**src/rtl/expr_arbiter_if.sv**
```systemverilog
// expr_arbiter_if: character, result and status bundle for expr_arbiter.
// master feeds characters and accepts results; slave is the arbiter.
interface expr_arbiter_if #(
  parameter int VAL_W = 16
);
  logic             req0_valid;
  logic [7:0]       req0_data;
  logic             req0_ready;
  logic             req1_valid;
  logic [7:0]       req1_data;
  logic             req1_ready;
  logic             res_valid;
  logic             res_ready;
  logic             res_ok;
  logic [VAL_W-1:0] res_value;
  logic             res_id;
  logic             busy;

  modport master (
    output req0_valid,
    output req0_data,
    input  req0_ready,
    output req1_valid,
    output req1_data,
    input  req1_ready,
    input  res_valid,
    output res_ready,
    input  res_ok,
    input  res_value,
    input  res_id,
    input  busy
  );

  modport slave (
    input  req0_valid,
    input  req0_data,
    output req0_ready,
    input  req1_valid,
    input  req1_data,
    output req1_ready,
    output res_valid,
    input  res_ready,
    output res_ok,
    output res_value,
    output res_id,
    output busy
  );
endinterface

```
**src/rtl/expr_arbiter.sv**
```systemverilog
// expr_arbiter: two character streams share one +/* expression evaluator.
// Define EXPR_ARB_TIMEOUT_EN to abort a stalled grant after TIMEOUT idle cycles.
module expr_arbiter #(
  parameter int         VAL_W   = 16,
  parameter logic [7:0] TERM    = 8'h3D,
  parameter int         TIMEOUT = 16
) (
  input logic           clk,
  input logic           clr_n,
  expr_arbiter_if.slave bus
);

  typedef enum logic [2:0] {
    S_IDLE,
    S_NUM,
    S_OPR,
    S_ERR,
    S_RES
  } state_t;

  state_t           state;
  logic             gnt;
  logic             last_id;
  logic [VAL_W-1:0] sum;
  logic [VAL_W-1:0] term;
  logic             mul_pend;

  logic             rdy0;
  logic             rdy1;
  logic             rvalid;
  logic             rok;
  logic [VAL_W-1:0] rval;
  logic             rid;
  logic             busy_q;

  logic [7:0]       ch;
  logic             xfer;
  logic             active;
  logic             pick;
  logic             is_dig;
  logic             is_plus;
  logic             is_mul;
  logic             is_term;
  logic [VAL_W-1:0] dval;
  logic             tmo;
  logic             fin_ok;
  logic             fin_bad;

  assign ch   = gnt ? bus.req1_data : bus.req0_data;
  assign xfer = gnt ? (bus.req1_valid & rdy1)
                    : (bus.req0_valid & rdy0);

  assign active = (state == S_NUM) |
                  (state == S_OPR) |
                  (state == S_ERR);

  // Contention goes to whoever was not served last.
  assign pick = (bus.req0_valid & bus.req1_valid)
              ? ~last_id
              : bus.req1_valid;

  always_comb begin
    is_dig  = (ch >= 8'h30) && (ch <= 8'h39);
    is_plus = (ch == 8'h2B);
    is_mul  = (ch == 8'h2A);
    is_term = (ch == TERM);
  end

  assign dval = VAL_W'(ch[3:0]);

`ifdef EXPR_ARB_TIMEOUT_EN
  localparam int CW = $clog2(TIMEOUT + 1);

  logic [CW-1:0] idle_cnt;

  assign tmo = active & ~xfer &
               (idle_cnt == CW'(TIMEOUT - 1));

  always_ff @(posedge clk or negedge clr_n) begin
    if (!clr_n) begin
      idle_cnt <= '0;
    end else if (!active || xfer || tmo) begin
      idle_cnt <= '0;
    end else begin
      idle_cnt <= idle_cnt + CW'(1);
    end
  end
`else
  logic unused_timeout;

  assign tmo            = 1'b0;
  assign unused_timeout = (TIMEOUT == 0);
`endif

  assign fin_ok  = xfer & is_term & (state == S_OPR);
  assign fin_bad = tmo |
                   (xfer & is_term &
                    ((state == S_NUM) | (state == S_ERR)));

  always_ff @(posedge clk or negedge clr_n) begin
    if (!clr_n) begin
      state    <= S_IDLE;
      gnt      <= 1'b0;
      last_id  <= 1'b1;
      sum      <= '0;
      term     <= '0;
      mul_pend <= 1'b0;
      rdy0     <= 1'b0;
      rdy1     <= 1'b0;
      rvalid   <= 1'b0;
      rok      <= 1'b0;
      rval     <= '0;
      rid      <= 1'b0;
      busy_q   <= 1'b0;
    end else if (fin_ok || fin_bad) begin
      state  <= S_RES;
      rvalid <= 1'b1;
      rok    <= fin_ok;
      rval   <= fin_ok ? (sum + term) : '0;
      rid    <= gnt;
      rdy0   <= 1'b0;
      rdy1   <= 1'b0;
    end else begin
      unique case (state)
        S_IDLE: begin
          if (bus.req0_valid || bus.req1_valid) begin
            state    <= S_NUM;
            gnt      <= pick;
            rdy0     <= ~pick;
            rdy1     <= pick;
            busy_q   <= 1'b1;
            sum      <= '0;
            term     <= '0;
            mul_pend <= 1'b0;
          end
        end
        S_NUM: begin
          if (xfer) begin
            if (is_dig) begin
              term  <= mul_pend ? (term * dval) : dval;
              state <= S_OPR;
            end else begin
              state <= S_ERR;
            end
          end
        end
        S_OPR: begin
          if (xfer) begin
            unique case (1'b1)
              is_plus: begin
                sum      <= sum + term;
                mul_pend <= 1'b0;
                state    <= S_NUM;
              end
              is_mul: begin
                mul_pend <= 1'b1;
                state    <= S_NUM;
              end
              default: state <= S_ERR;
            endcase
          end
        end
        S_ERR: begin
        end
        S_RES: begin
          if (bus.res_ready) begin
            last_id <= rid;
            rvalid  <= 1'b0;
            busy_q  <= 1'b0;
            state   <= S_IDLE;
          end
        end
        default: state <= S_IDLE;
      endcase
    end
  end

  assign bus.req0_ready = rdy0;
  assign bus.req1_ready = rdy1;
  assign bus.res_valid  = rvalid;
  assign bus.res_ok     = rok;
  assign bus.res_value  = rval;
  assign bus.res_id     = rid;
  assign bus.busy       = busy_q;

endmodule

```
**src/flat_wrapper.sv**
```systemverilog
// flat-port wrapper written by rule: the top's interface ports become plain ports
module expr_arbiter_flat 
#(
  parameter int         VAL_W   = 16,
  parameter logic [7:0] TERM    = 8'h3D,
  parameter int         TIMEOUT = 16
)
  (clk, clr_n, bus_req0_valid, bus_req0_data, bus_req0_ready, bus_req1_valid, bus_req1_data, bus_req1_ready, bus_res_valid, bus_res_ready, bus_res_ok, bus_res_value, bus_res_id, bus_busy);
  expr_arbiter_if #(.VAL_W(VAL_W)) bus_i ();
  input logic clk;
  input logic clr_n;
  input wire logic [$bits(bus_i.req0_valid)-1:0] bus_req0_valid;
  input wire logic [$bits(bus_i.req0_data)-1:0] bus_req0_data;
  output wire logic [$bits(bus_i.req0_ready)-1:0] bus_req0_ready;
  input wire logic [$bits(bus_i.req1_valid)-1:0] bus_req1_valid;
  input wire logic [$bits(bus_i.req1_data)-1:0] bus_req1_data;
  output wire logic [$bits(bus_i.req1_ready)-1:0] bus_req1_ready;
  output wire logic [$bits(bus_i.res_valid)-1:0] bus_res_valid;
  input wire logic [$bits(bus_i.res_ready)-1:0] bus_res_ready;
  output wire logic [$bits(bus_i.res_ok)-1:0] bus_res_ok;
  output wire logic [$bits(bus_i.res_value)-1:0] bus_res_value;
  output wire logic [$bits(bus_i.res_id)-1:0] bus_res_id;
  output wire logic [$bits(bus_i.busy)-1:0] bus_busy;
  assign bus_i.req0_valid = bus_req0_valid;
  assign bus_i.req0_data = bus_req0_data;
  assign bus_req0_ready = bus_i.req0_ready;
  assign bus_i.req1_valid = bus_req1_valid;
  assign bus_i.req1_data = bus_req1_data;
  assign bus_req1_ready = bus_i.req1_ready;
  assign bus_res_valid = bus_i.res_valid;
  assign bus_i.res_ready = bus_res_ready;
  assign bus_res_ok = bus_i.res_ok;
  assign bus_res_value = bus_i.res_value;
  assign bus_res_id = bus_i.res_id;
  assign bus_busy = bus_i.busy;
  expr_arbiter #(.VAL_W(VAL_W), .TERM(TERM), .TIMEOUT(TIMEOUT)) u_core (.clk(clk), .clr_n(clr_n), .bus(bus_i));
endmodule
```
**config.mk**
```make
export PLATFORM = sky130hd
export DESIGN_NAME = expr_arbiter_flat
export DESIGN_NICKNAME = d
export VERILOG_FILES = /design/src/rtl/expr_arbiter_if.sv /design/src/rtl/expr_arbiter.sv /design/src/flat_wrapper.sv
export SDC_FILE = /design/constraint.sdc
export NUM_CORES = 1
export LEC_CHECK = 0
export CELL_PAD_IN_SITES_DETAIL_PLACEMENT = 0
export CELL_PAD_IN_SITES_GLOBAL_PLACEMENT = 1
export CORE_MARGIN = 4
export CORE_UTILIZATION = 41
export CTS_CLUSTER_SIZE = 25
export DETAILED_ROUTE_END_ITERATION = 12
export HOLD_SLACK_MARGIN = 0.12
export PLACE_DENSITY_LB_ADDON = 0.08
export SYNTH_ARGS = -nofsm -noshare
export SYNTH_HDL_FRONTEND = slang
export SYNTH_SLANG_ARGS = --single-unit
```
**constraint.sdc**
```tcl
create_clock -name clk -period 4.1 [get_ports clk]
set_clock_uncertainty 0.2 [all_clocks]
set_input_delay 1.23 -clock clk [delete_from_list [all_inputs] [get_ports clk]]
set_output_delay 1.23 -clock clk [all_outputs]
set_load 0.02 [all_outputs]
```
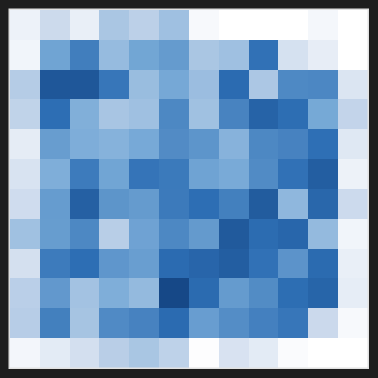
Fig. 1. Cell density map (run 1).
(3 px per um) 12 x 12 tiles, from white (low) to dark blue (high), 0 to 100% covered.
nearly empty tiles	5.6%
fullest tile	91%
densest ninth of the die	centre
mean over tiles	46%
emptiest ninth of the die	upper right
tiles over 75% full	15%
Pre-Place Util: 42.03%
utilization after layout: 56.40%
core box area: 12060 um^2

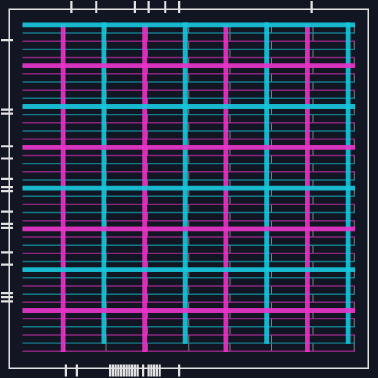
Fig. 2. PDN straps and rails (run 1).
(3 px per um) Pins as bars on the die edge. Tap cells in grey.
colour	net
cyan	VDD
magenta	VSS
met4 straps	8
rows	40

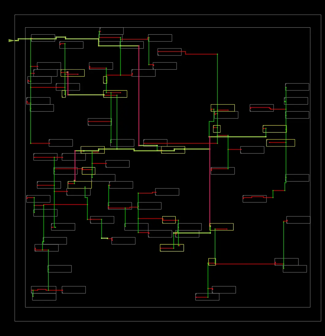
Fig. 3. Clock routing (run 1).
total CTS buffers: 9
power in the clock group: 791 uW

==> metrics.yaml, run 1 <==
n_all_inverters: 51
drc_errors: 0
mux_share_pct: 1.234
placed_cells: 821
die_w_um: 119.2
yosysCellCount: 577
crit_chain: "buf_8, mux2i_4, buf_12, nor2b_4, fa_1, inv_2, fa_1, inv_2, ha_4, a21o_1, a21oi_2, a21oi_2, o211a_1, or3_1, a32o_1"
ios: 43
arrival_ns: 4.28
cp.required_ns: 4.12
yosysWarnings: 0
synth.area.top_cells: "dfrtp_1 (29%), fa_1 (10%), ha_1 (7.7%), nand2_1 (6.9%), nor2b_1 (4.8%)"
layout.nets: 754
cts-htree-levels: 3
synthAdderAreaFrac_pct: 17.92
ys_seq_share_pct: 29.64
largest_class: "combinational gates"
drive_gt1_share_pct: 20.41
num_antenna_cells: 0
worstHoldEndpoint: "u_core.bus.res_ok$_DFFE_PN0N_"
p_comb_uw: 101
slowest_delay_ns: 0.51
overflow: 0
nFillCells: 1086
ys_top_logic_family: "simple AND/OR/NAND/NOR gates"
comb_share_pct: 52.51
cpMaxStageDelayCell: "fa_1"
clock_tree_area_fraction_pct: 4.488
reg2reg_slack_ns: 0.08
finalSetupViolations: 6
status: "complete, but fails checks"
postCtsSetupRepairBufs: 8
synthCells: 577
wl_met2_um: 6894
ys.flop_type: "dfrtp_1"
lay_top_count: "nand2_1"
fin_cells: 849
power.internal_uw: 1152
sw_frac_of_total_pct: 22.42
r2r-end: "u_core.term[13]$_DFFE_PN0P_"
whs_ns: 0.2755
startpoint: "bus_req0_data[3]"
cp-start-kind: "primary input"
tap_cells: 168
r2r-start: "u_core.gnt$_DFFE_PN0P_"
end_kind: "flip-flop"
vias: 4508
vias_per_cell: 5.310
buf_share_pct: 15.01
lay_top_cells: "nand2_1 (93), dfrtp_1 (59), buf_4 (50)"
gp_congestion: 0.8285
holdCritStartpoint: "u_core.bus.res_ok$_DFFE_PN0N_"
crit_end: "u_core.term[13]$_DFFE_PN0P_"
whs_path_depth: 2
syn_avg_cell_area_um2: 8.787
p_switching_uw: 333.0
syn-num-nets: 655
final_area_um2: 6803
leakage_uw: 0.003082
comb_area_um2: 3572
pwr-share-comb_pct: 6.8
dp_slack_ns: -1.007
relSlewSlack_pct: 43.73
path_max_fanout: 5
clock_sinks: 60
drt_iter0_markers: 220
grt.met1_usage_pct: 27.70
area_delta_synth_final_pct: 34.18
violations: "negative setup slack"
power_density_nw_per_um2: 218.4
seqCellArea_um2: 1503
die_y_um: 119.2
drv_slew: 0
dr.max_layer_used: "met4"
hold_viol: 0
dr_wl_met3_um: 402
ys.flops: 60
edf_count: 0
grt_max_degree: 24
met3_usage_pct: 3.656
route.antenna.remaining_nets: 0
synth_cell_type_count: 62
fin_ws_ns: -0.1653
period_used_pct: 104.0
clk-insertion-delay-late_ns: 0.33
cts-resized-gates: 58
grt_pass1_wl_um: 23710
holdBufCountCts: 0
--- run 2 (diff from run 1) ---
Settings changed: CAP_MARGIN set to 20.
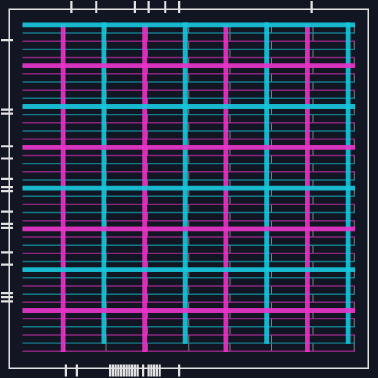
Fig. 4. PDN straps and rails (run 2).
(3 px per um) Pins as bars on the die edge. Tap cells in grey.
colour	net
cyan	VDD
magenta	VSS
rows	40
met4 straps	8
signal pins	43
tap cells	168
met1 rails	41

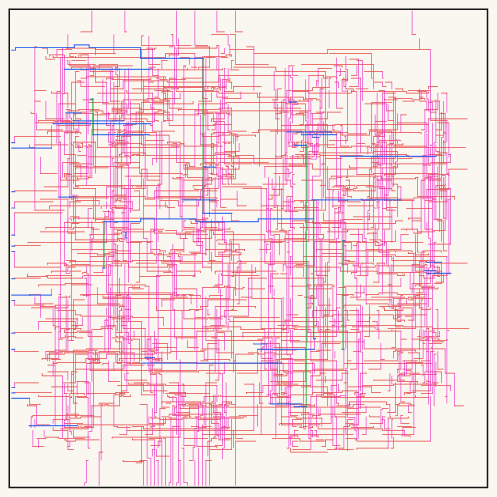
Fig. 5. Wiring by layer (run 2).
(4 px per um)
colour	layer	wire length
blue	M3	403 um
green	M4	186 um
magenta	M2	6890 um
red	M1	6680 um

==> run 2 against run 1 <==
The flow still finishes with violations (negative setup slack). Non-clock buffer count is the same. Synthesized area stayed put. First-iteration DRC count is the same. Sequential cell count is the same. Critical path type unchanged. Critical endpoint unchanged.
==> metrics.yaml, run 2 <==
violations: "negative setup slack"  # unchanged
grt_pass1_wl_um: 23710  # unchanged
overflow: 0  # unchanged
fp-utilization_pct: 42.03  # unchanged
grt_max_degree: 24  # unchanged
n_all_inverters: 51  # unchanged
drc_errors: 0  # unchanged
holdCritStartpoint: "u_core.bus.res_ok$_DFFE_PN0N_"  # unchanged
p_comb_uw: 101  # about the same
cpMaxStageDelayCell: "fa_1"  # unchanged
syn_avg_cell_area_um2: 8.787  # unchanged
dp_slack_ns: -1.007  # unchanged
sw_frac_of_total_pct: 22.42  # unchanged
syn-num-nets: 655  # unchanged
postCtsSetupRepairBufs: 8  # unchanged
coreArea_um2: 12060  # unchanged
slowest_delay_ns: 0.51  # about the same
cts-htree-levels: 3  # unchanged
nMultiInputCombCells: 450  # unchanged
drt_iter0_markers: 220  # unchanged
status: "complete, but fails checks"  # unchanged
cp-start-kind: "primary input"  # unchanged
seqCellArea_um2: 1503  # unchanged
r2r-end: "u_core.term[13]$_DFFE_PN0P_"  # unchanged
fin_ws_ns: -0.1653  # unchanged
end_kind: "flip-flop"  # unchanged
buf_share_pct: 15.01  # unchanged
crit_end: "u_core.term[13]$_DFFE_PN0P_"  # unchanged
holdBufCountCts: 0  # unchanged
cts-resized-gates: 58  # unchanged
crit_chain: "buf_8, mux2i_4, buf_12, nor2b_4, fa_1, inv_2, fa_1, inv_2, ha_4, a21o_1, a21oi_2, a21oi_2, o211a_1, or3_1, a32o_1"  # unchanged
drive_gt1_share_pct: 20.41  # unchanged
p_switching_uw: 333.0  # unchanged
area_delta_synth_final_pct: 34.18  # unchanged
arrival_ns: 4.28  # about the same
largest_class: "combinational gates"  # unchanged
ys.flop_type: "dfrtp_1"  # unchanged
grt.met1_usage_pct: 27.70  # unchanged
whs_path_depth: 2  # unchanged
comb_area_um2: 3572  # unchanged
power.internal_uw: 1152  # unchanged
layout.nets: 754  # unchanged
power_density_nw_per_um2: 218.4  # unchanged
ys.flops: 60  # unchanged
r2r-start: "u_core.gnt$_DFFE_PN0P_"  # unchanged
ys_seq_share_pct: 29.64  # unchanged
lay_top_count: "nand2_1"  # unchanged
die_y_um: 119.2  # unchanged
ys_top_logic_family: "simple AND/OR/NAND/NOR gates"  # unchanged
path_max_fanout: 5  # unchanged
comb_share_pct: 52.51  # unchanged
fin_util_pct: 56.40  # unchanged
path_class: "in2reg"  # unchanged
pwr-share-comb_pct: 6.8  # about the same
gp_congestion: 0.8285  # unchanged
finalSetupViolations: 6  # unchanged
synth_cell_type_count: 62  # unchanged
ios: 43  # unchanged
simple_gate_area_share_pct: 22.21  # unchanged
reg2reg_slack_ns: 0.08  # about the same
clock_tree_area_fraction_pct: 4.488  # unchanged
edf_count: 0  # unchanged
leakage_uw: 0.003082  # unchanged
yosysWarnings: 0  # unchanged
whs_ns: 0.2755  # unchanged
nFillCells: 1086  # unchanged
period_used_pct: 104.0  # unchanged
num_antenna_cells: 0  # unchanged
tap_cells: 168  # unchanged
vias: 4508  # unchanged
hold_viol: 0  # unchanged
relSlewSlack_pct: 43.73  # unchanged
p_seq_uw: 594  # about the same
drv_slew: 0  # unchanged
die_w_um: 119.2  # unchanged
clock_power_uw: 791  # about the same
mux_share_pct: 1.234  # unchanged
synthCells: 577  # unchanged
dr.max_layer_used: "met4"  # unchanged
cp.required_ns: 4.12  # about the same
clk-insertion-delay-late_ns: 0.33  # about the same
route.antenna.remaining_nets: 0  # unchanged
yosysCellCount: 577  # unchanged
final_area_um2: 6803  # unchanged
dr_wl_met3_um: 402  # unchanged
worstHoldEndpoint: "u_core.bus.res_ok$_DFFE_PN0N_"  # unchanged
met3_usage_pct: 3.656  # unchanged
cts_buffers: 9  # unchanged
synthAdderAreaFrac_pct: 17.92  # unchanged
first_pass_iters: 4  # unchanged
Power figures rest on the tool's default switching activity, not on a simulated workload.
